==> config.mk <==
export PLATFORM = sky130hd
export DESIGN_NAME = pmem_line_adapter
export DESIGN_NICKNAME = d
export VERILOG_FILES = /design/src/rtl/pmem_line_adapter_pkg.sv /design/src/rtl/pmem_line_adapter_line_buffer.sv /design/src/rtl/pmem_line_adapter.sv
export SDC_FILE = /design/constraint.sdc
export NUM_CORES = 1
export LEC_CHECK = 0
export CORE_MARGIN = 4
export CORE_UTILIZATION = 40
export CTS_BUF_LIST = sky130_fd_sc_hd__clkbuf_2
export DETAILED_ROUTE_END_ITERATION = 7
export PLACE_DENSITY = 0.69
export SLEW_MARGIN = 15
export SYNTH_ARGS = -nofsm -noshare
export SYNTH_HDL_FRONTEND = slang
export SYNTH_SLANG_ARGS = --single-unit
export TNS_END_PERCENT = 5
==> constraint.sdc <==
create_clock -name clk -period 3.2 [get_ports clk]
set_input_delay 0.8 -clock clk [delete_from_list [all_inputs] [get_ports clk]]
set_output_delay 0.8 -clock clk [all_outputs]
set_load 0.05 [all_outputs]
Run 1, supply network:
(2 px per um) Pins as bars on the die edge.
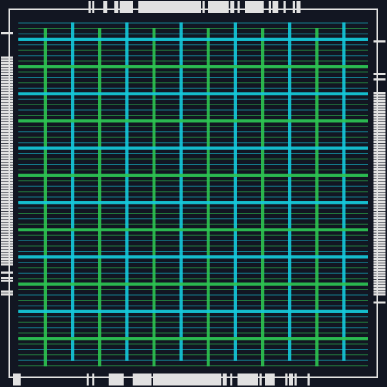
Green shows VSS. Cyan shows VDD.
64 met1 rails follow the rows. 12 straps on met5. 12 straps on met4. The core has 63 rows.
core area: 0.0300 mm2
Die Width: 183 um
Die Ht: 183 um
VDD IR-drop max: 0.000559 V

Run 1, cells colored by class:
(1.5 px per um) Fill, decap, tap and diode cells in gray.
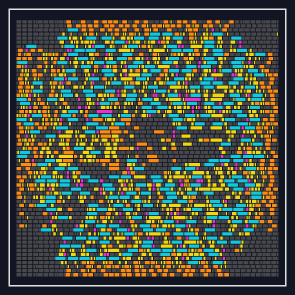
Orange shows remaining buffers and delay cells, cells 376, share of their area 24%. Yellow shows remaining logic cells, cells 944, share of their area 38%. Magenta shows clock drivers and dummy loads, cells 125, share of their area 4.1%. Cyan shows sequential cells, cells 276, share of their area 34%.
Std-Cell Rows: 63
fin util: 0.558
Seq/total area: 0.331
design area: 0.0167 mm2

Run 1, clock network drawn from the DEF:
(3 px per um)
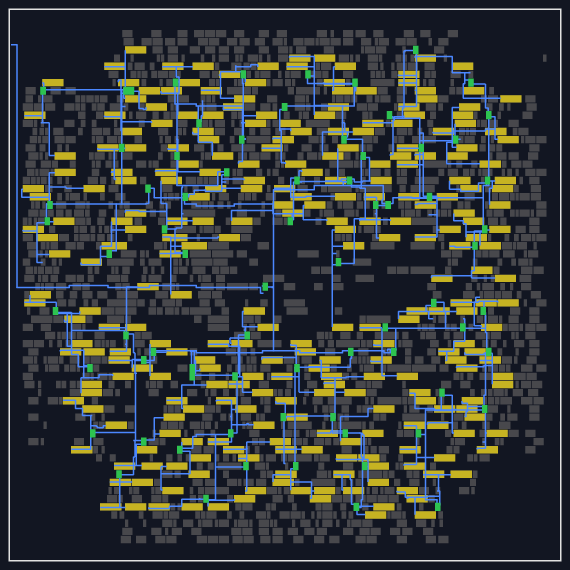
Yellow shows flip-flops, count 276. Blue shows clock wires, length 3830 um. Green shows clock-net drivers, count 73.
Position of the flops: widely spread.
Clk pwr share: 0.225
Clk power: 0.00252 W
worst-skew pair later-pin latency: 0.86 ns
clk_skew: 0.0542 ns

Run 1, metal layers overlaid:
(2 px per um) Two of the layers only.
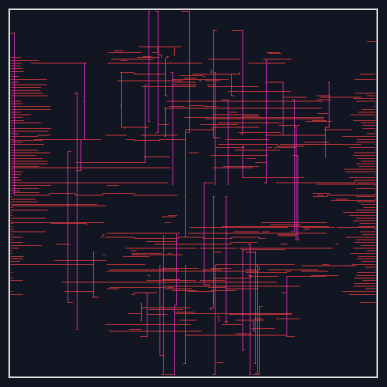
Red shows M3, wire length 5310 um. Magenta shows M4, wire length 2040 um.
routed wire length: 47700 um
Vias: 12100

==> job_summary.md, run 1 <==
### Flow metrics

| Metric | Value |
|---|---|
| Run status | `complete, but fails checks` |
| Leak Pwr | `7.25 nW` |
| Max stage delay on crit path | `0.57 ns` |
| Worst path required time | `2.40 ns` |
| Worst Setup Path Type | `reg -> out` |
| Worst Path Max Fanout | `8` |
| Initial antenna violation count | `2` |
| Final setup viols | `9` |
| Post-DR wirelength/cell | `22.5 um` |
| Power Dens Cells | `669 mW/mm2` |
| Die Size | `0.0336 mm2` |
| Hpwl dp | `32500 um` |
| Synth-to-layout area growth | `35.9%` |
| Layout Cells excl Fill | `2114` |
| Min Tclk post-route | `3.26 ns` |
| Unique cell types | `35` |
| Total power draw | `0.0112 W` |
| NumNets Final | `1848` |
| GP Congestion | `0.883` |
| Vias in the first global route | `11700` |
| Count of final hold-check violations | `0` |
| Synth area leaders | `dfxtp_1, a32o_1, and3_1, a21oi_1, or3_1` |
| # H-tree levels | `3` |
| Seq share, synth | `0.449` |
| CP Launch Type | `flop` |
| CTS buffer count | `73` |
| Post-synth EDFFs | `0` |
| Failing checks | `negative setup slack` |
| Post-DRT Antenna Nets | `0` |
| Setup ws final | `-0.0618 ns` |
| Synthesized registers | `276` |
| Largest net degree at the start of global routing | `143` |
| Sw frac | `0.393` |
| Total gr overflow | `0` |
| Cell area after synthesis | `0.0123 mm2` |
| Syn_nets | `1517` |
| Register share of total power | `0.392` |
| # DRC | `0` |
| Layout cells sized above 1 | `0.142` |
| Internal power | `0.00679 W` |
| TritonCTS clock tree | `built` |
| YS chip area | `0.0123 mm2` |
| Global-route wire length before repair | `69400 um` |
| Syn_area_per_cell | `9.17 um2` |
| First-pass DRT Iterations | `5` |
| Max-slew violation count | `0` |
| Hold_buf cts | `0` |
| CTS Buffer Depth | `3` |
| Inst Count DP | `1981` |
| Clock sinks | `276` |
| Worst slew margin | `0.520` |
| Post-Synthesis Cells | `1340` |
| Reg-to-reg setup timing slack | `0.90 ns` |
| Cell accounting for the most synthesized area | `dfxtp_1` |
| Ys cells | `1340` |
==> run 1: critical path: cells and delay by family (launching register included) <==
kind	cells	cell delay, ns
AOI/OAI and AO/OA	1	0.28
buffers and inverters	2	0.34
DFF	1	0.44
muxes	1	0.57
==> run 1: repair_timing <==
item | 4_1_cts | 5_1_grt
setup endpoints to repair | 21 | 19
setup buffers | 4 | 1
cloned | 2 | 0
pin swaps | 5 | 11
resized | 31 | 6
==> run 1: final cells by class <==
class / count / area, um2 / share of cell area
multi-input cells: 811 / 5690 / 0.341
diodes: 3 / 7.51 / 0.000449
inverters: 133 / 499 / 0.0299
flip-flops and latches: 276 / 5540 / 0.331
well taps: 390 / 488 / 0.0292
repair buffers: 376 / 3820 / 0.229
clock buffers: 105 / 526 / 0.0314
clock inverters: 20 / 145 / 0.00869
==> run 1: power groups by stage <==
stage	clock (W)	sequential (W)	combinational (W)
3_5_place_dp	0	0.00442	0.00405
4_1_cts	0.00258	0.00435	0.00422
5_1_grt	0.00275	0.00442	0.00459
2_1_floorplan	0	0.00418	0.00276
3_3_place_gp	0	0.00441	0.00398
6_report	0.00252	0.00439	0.00427
==> run 1: metal layers <==
metal	share of wire	track usage	up-vias	wire length, um
met5	0	0	-	0
met4	0.043	0.115	0	2040
met3	0.11	0.0849	101	5310
met2	0.43	0.392	629	20300
met1	0.42	0.371	5794	20000
li1	-	-	5530	-
==> run 1: per-stage QoR <==
step / worst slack, ns / instance area (um2) / hold WS (ns)
floorplan: 0.368 / 12300 / 0.432
global placement: 0.367 / 15800 / 0.437
detailed placement: 0.336 / 15800 / 0.442
CTS: -0.144 / 16700 / 0.433
global route: -0.135 / 16700 / 0.433
finish: -0.0618 / 16700 / 0.454
==> run 1: synthesized netlist by cell type, drive strengths merged, types with 3 or more instances <==
| cell type | instances |
|---|---|
| mux4 | 32 |
| and4 | 3 |
| o21ai | 3 |
| ha | 12 |
| and3 | 130 |
| a21oi | 162 |
| nand2 | 156 |
| nand3 | 3 |
| nor2 | 3 |
| clkbuf | 51 |
| a32o | 128 |
| dfxtp | 276 |
| a22o | 16 |
| and4b | 3 |
| and2 | 17 |
| inv | 133 |
| buf | 69 |
| or3 | 129 |
==> run 1: cells by family after synthesis <==
kind of cell,share of synthesized area
AND/OR/NAND/NOR,0.198
AND-OR/OR-AND,0.188
flip-flops,0.449
buffers and inverters,0.0918
multiplexers,0.0594
adder cells (fa/ha/maj),0.0122
XOR/XNOR,0.00143
other,0.000305
Run 1, placed standard cells:
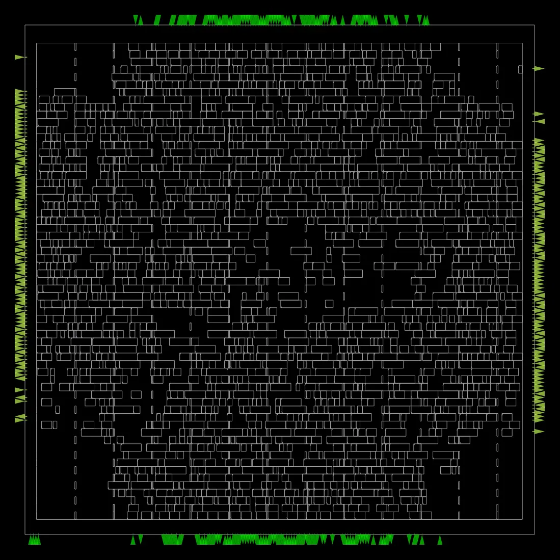

==> inputs of run 2 (changes only) <==
--- a/config.mk
+++ b/config.mk
@@ -9,6 +9,7 @@
 export CORE_UTILIZATION = 40
 export CTS_BUF_LIST = sky130_fd_sc_hd__clkbuf_2
 export DETAILED_ROUTE_END_ITERATION = 7
+export GPL_TIMING_DRIVEN = 0
 export PLACE_DENSITY = 0.69
 export SLEW_MARGIN = 15
 export SYNTH_ARGS = -nofsm -noshare
Run 2, placed standard cells:
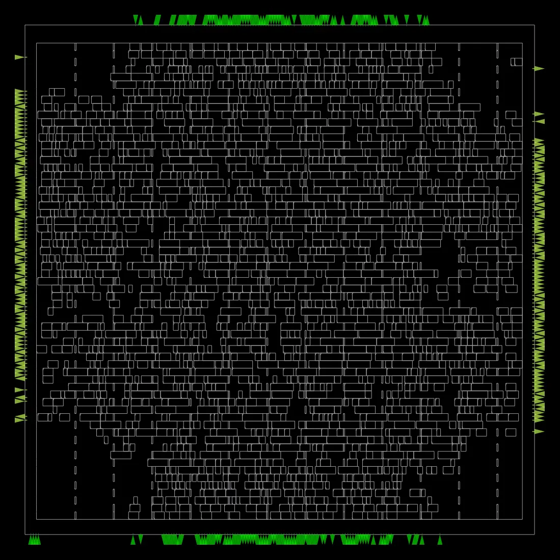
Layout Cells excl Fill: 2188
Flops: 276
fin util: 0.569
Seq/total area: 0.324
number of tapcells: 390

Run 2, clock network drawn from the DEF:
(3 px per um)
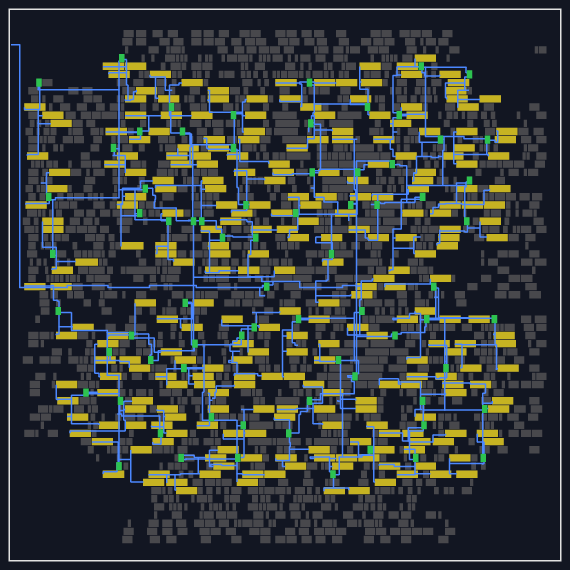
Blue shows clock wires, length 3770 um. Yellow shows flip-flops, count 276. Green shows clock-net drivers, count 72.
There are 73 routed clock nets. Position of the flops: widely spread.
clk_skew: 0.0623 ns
Clk pwr share: 0.205
worst-skew pair later-pin latency: 0.85 ns
Clk power: 0.00232 W

==> run 2 against run 1 <==
  * The run still ends with negative setup slack left
  * Synthesized cell count unchanged
  * Register-to-register slack worse by 0.54 ns
  * Critical endpoint unchanged
  * Sequential power up 0.9%
  * Clock skew up 0.0081 ns
==> job_summary.md, run 2 <==
### Flow metrics

| Metric | Value |
|---|---|
| NumNets Final | `1927 (was 1848)` |
| Ys cells | `1340 (unchanged)` |
| Critical path buffer and inverter count | `3 (was 2)` |
| Initial antenna violation count | `3 (was 2)` |
| Die Ht | `183 um (unchanged)` |
| First-pass DRT Iterations | `6 (was 5)` |
| Final setup viols | `14 (was 9)` |
| Inst Count DP | `2064 (was 1981)` |
| Min Tclk post-route | `3.27 ns (was 3.26 ns)` |
| TritonCTS clock tree | `built (unchanged)` |
| Die Size | `0.0336 mm2 (unchanged)` |
| # DRC | `0 (unchanged)` |
| Top-count cell post-synth | `dfxtp_1 (unchanged)` |
| Setup ws final | `-0.0715 ns (was -0.0618 ns)` |
| Reg area | `0.00553 mm2 (was 0.00554 mm2)` |
| Worst path required time | `2.40 ns (about the same)` |
| Vias | `12600 (was 12100)` |
| Worst Path Max Fanout | `5 (was 8)` |
| Reg-to-reg setup timing slack | `0.36 ns (was 0.90 ns)` |
| Post-DRT Antenna Nets | `0 (unchanged)` |
| Failing checks | `negative setup slack (unchanged)` |
| Routed wire length | `52400 um (was 47700 um)` |
| Synth-to-layout area growth | `38.7% (was 35.9%)` |
| Post-Synthesis Cells | `1340 (unchanged)` |
| VDD IR-drop max | `0.000490 V (was 0.000559 V)` |
| Logic area | `0.00581 mm2 (was 0.00569 mm2)` |
| CP delay by family, top | `multiplexers (unchanged)` |
| CTS Buffer Depth | `3 (unchanged)` |
| CP Launch Type | `flop (unchanged)` |
| Synthesized registers | `276 (unchanged)` |
| YS chip area | `0.0123 mm2 (unchanged)` |
| Post-Place Worst Slack | `-0.370 ns (was 0.336 ns)` |
| Synth area leaders | `dfxtp_1, a32o_1, and3_1, a21oi_1, or3_1 (unchanged)` |
| Unique cell types | `35 (unchanged)` |
| Core area | `0.0300 mm2 (unchanged)` |
| Run status | `complete, but fails checks (unchanged)` |
| CTS buffer count | `72 (was 73)` |
| Leak Pwr | `7.48 nW (was 7.25 nW)` |
| Total gr overflow | `0 (unchanged)` |
| Count of final hold-check violations | `0 (unchanged)` |
| Hold_buf cts | `0 (unchanged)` |
| GP Congestion | `0.939 (was 0.883)` |
| Cell accounting for the most synthesized area | `dfxtp_1 (unchanged)` |
| Syn_area_per_cell | `9.17 um2 (unchanged)` |
| Seq share, synth | `0.449 (unchanged)` |
| Hold WS | `0.456 ns (was 0.454 ns)` |
[run 2: netlist changes by cell type in the layout (fill, tap and decap cells not counted), moves of 9 or more]
cell / before / now
clkbuf_1: 0 / 42
a22o_4: 2 / 12
buf_6: 16 / 42
buf_1: 0 / 9
buf_2: 0 / 35
a22o_1: 14 / 4
a21oi_1: 162 / 146
a21oi_2: 0 / 16
buf_12: 17 / 5
buf_4: 53 / 25
[run 2: worst min-delay path, delay by kind of cell, from the launching register on]
kind	cells	cell delay, ns
flops	1	0.31
compound gates	1	0.05
simple gates	1	0.05
[run 2: routing by layer]
layer  track usage  share of wire  routed length [um]  vias up
met1         0.392           0.39               20400     5933
met3         0.101           0.13                6960      131
met2         0.454           0.44               23000      823
met4         0.123          0.040                2100        2
li1              -              -                   -     5686
met5             0        0.00025                  13        -
[run 2: kinds of logic after synthesis]
kind of cell	after synthesis	synth area share
adders and majority gates	12	0.0122
AOI/OAI and AO/OA	314	0.188
buffers and inverters	253	0.0918
xor gates and xnor gates	2	0.00143
DFF	276	0.449
muxes	33	0.0594
and+or+nand+nor	449	0.198
other	1	0.000305
[run 2: stage by stage]
| step | utilization | total power, W | cell area [um2] |
|---|---|---|---|
| after floorplan | - | 0.00694 | 12300 |
| after global placement | 0.534 | 0.00852 | 16000 |
| after detailed placement | 0.541 | 0.00873 | 16200 |
| after CTS | 0.564 | 0.0111 | 16900 |
| after global routing | 0.569 | 0.0118 | 17100 |
| final | 0.569 | 0.0113 | 17100 |
[run 2: area by class of cell]
type	instances	area share
Antenna cell	2	0.000293
Buffer	119	0.0427
Sequential cell	276	0.324
Timing Repair Buffer	337	0.200
Clock buffer	104	0.0305
Clock inverter	16	0.00360
Multi-Input combinational cell	811	0.341
Tap cell	390	0.0286
Inverter	133	0.0293
[run 2: power by group]
part           switching (W)  leakage, nW  internal (W)
Sequential          0.000467         2.26       0.00397
Clock                0.00147        0.467      0.000857
Combinational        0.00272         4.75       0.00185
Total                0.00465         7.48       0.00667
[run 2: repair_timing]
action,CTS,global route
endpoints found under the setup margin,33,32
pin swaps,10,4
gates resized,242,24
endpoints found under the hold margin,0,0
buffers inserted,0,2
cloned,0,1
Power figures rest on the tool's default switching activity, not on a simulated workload.
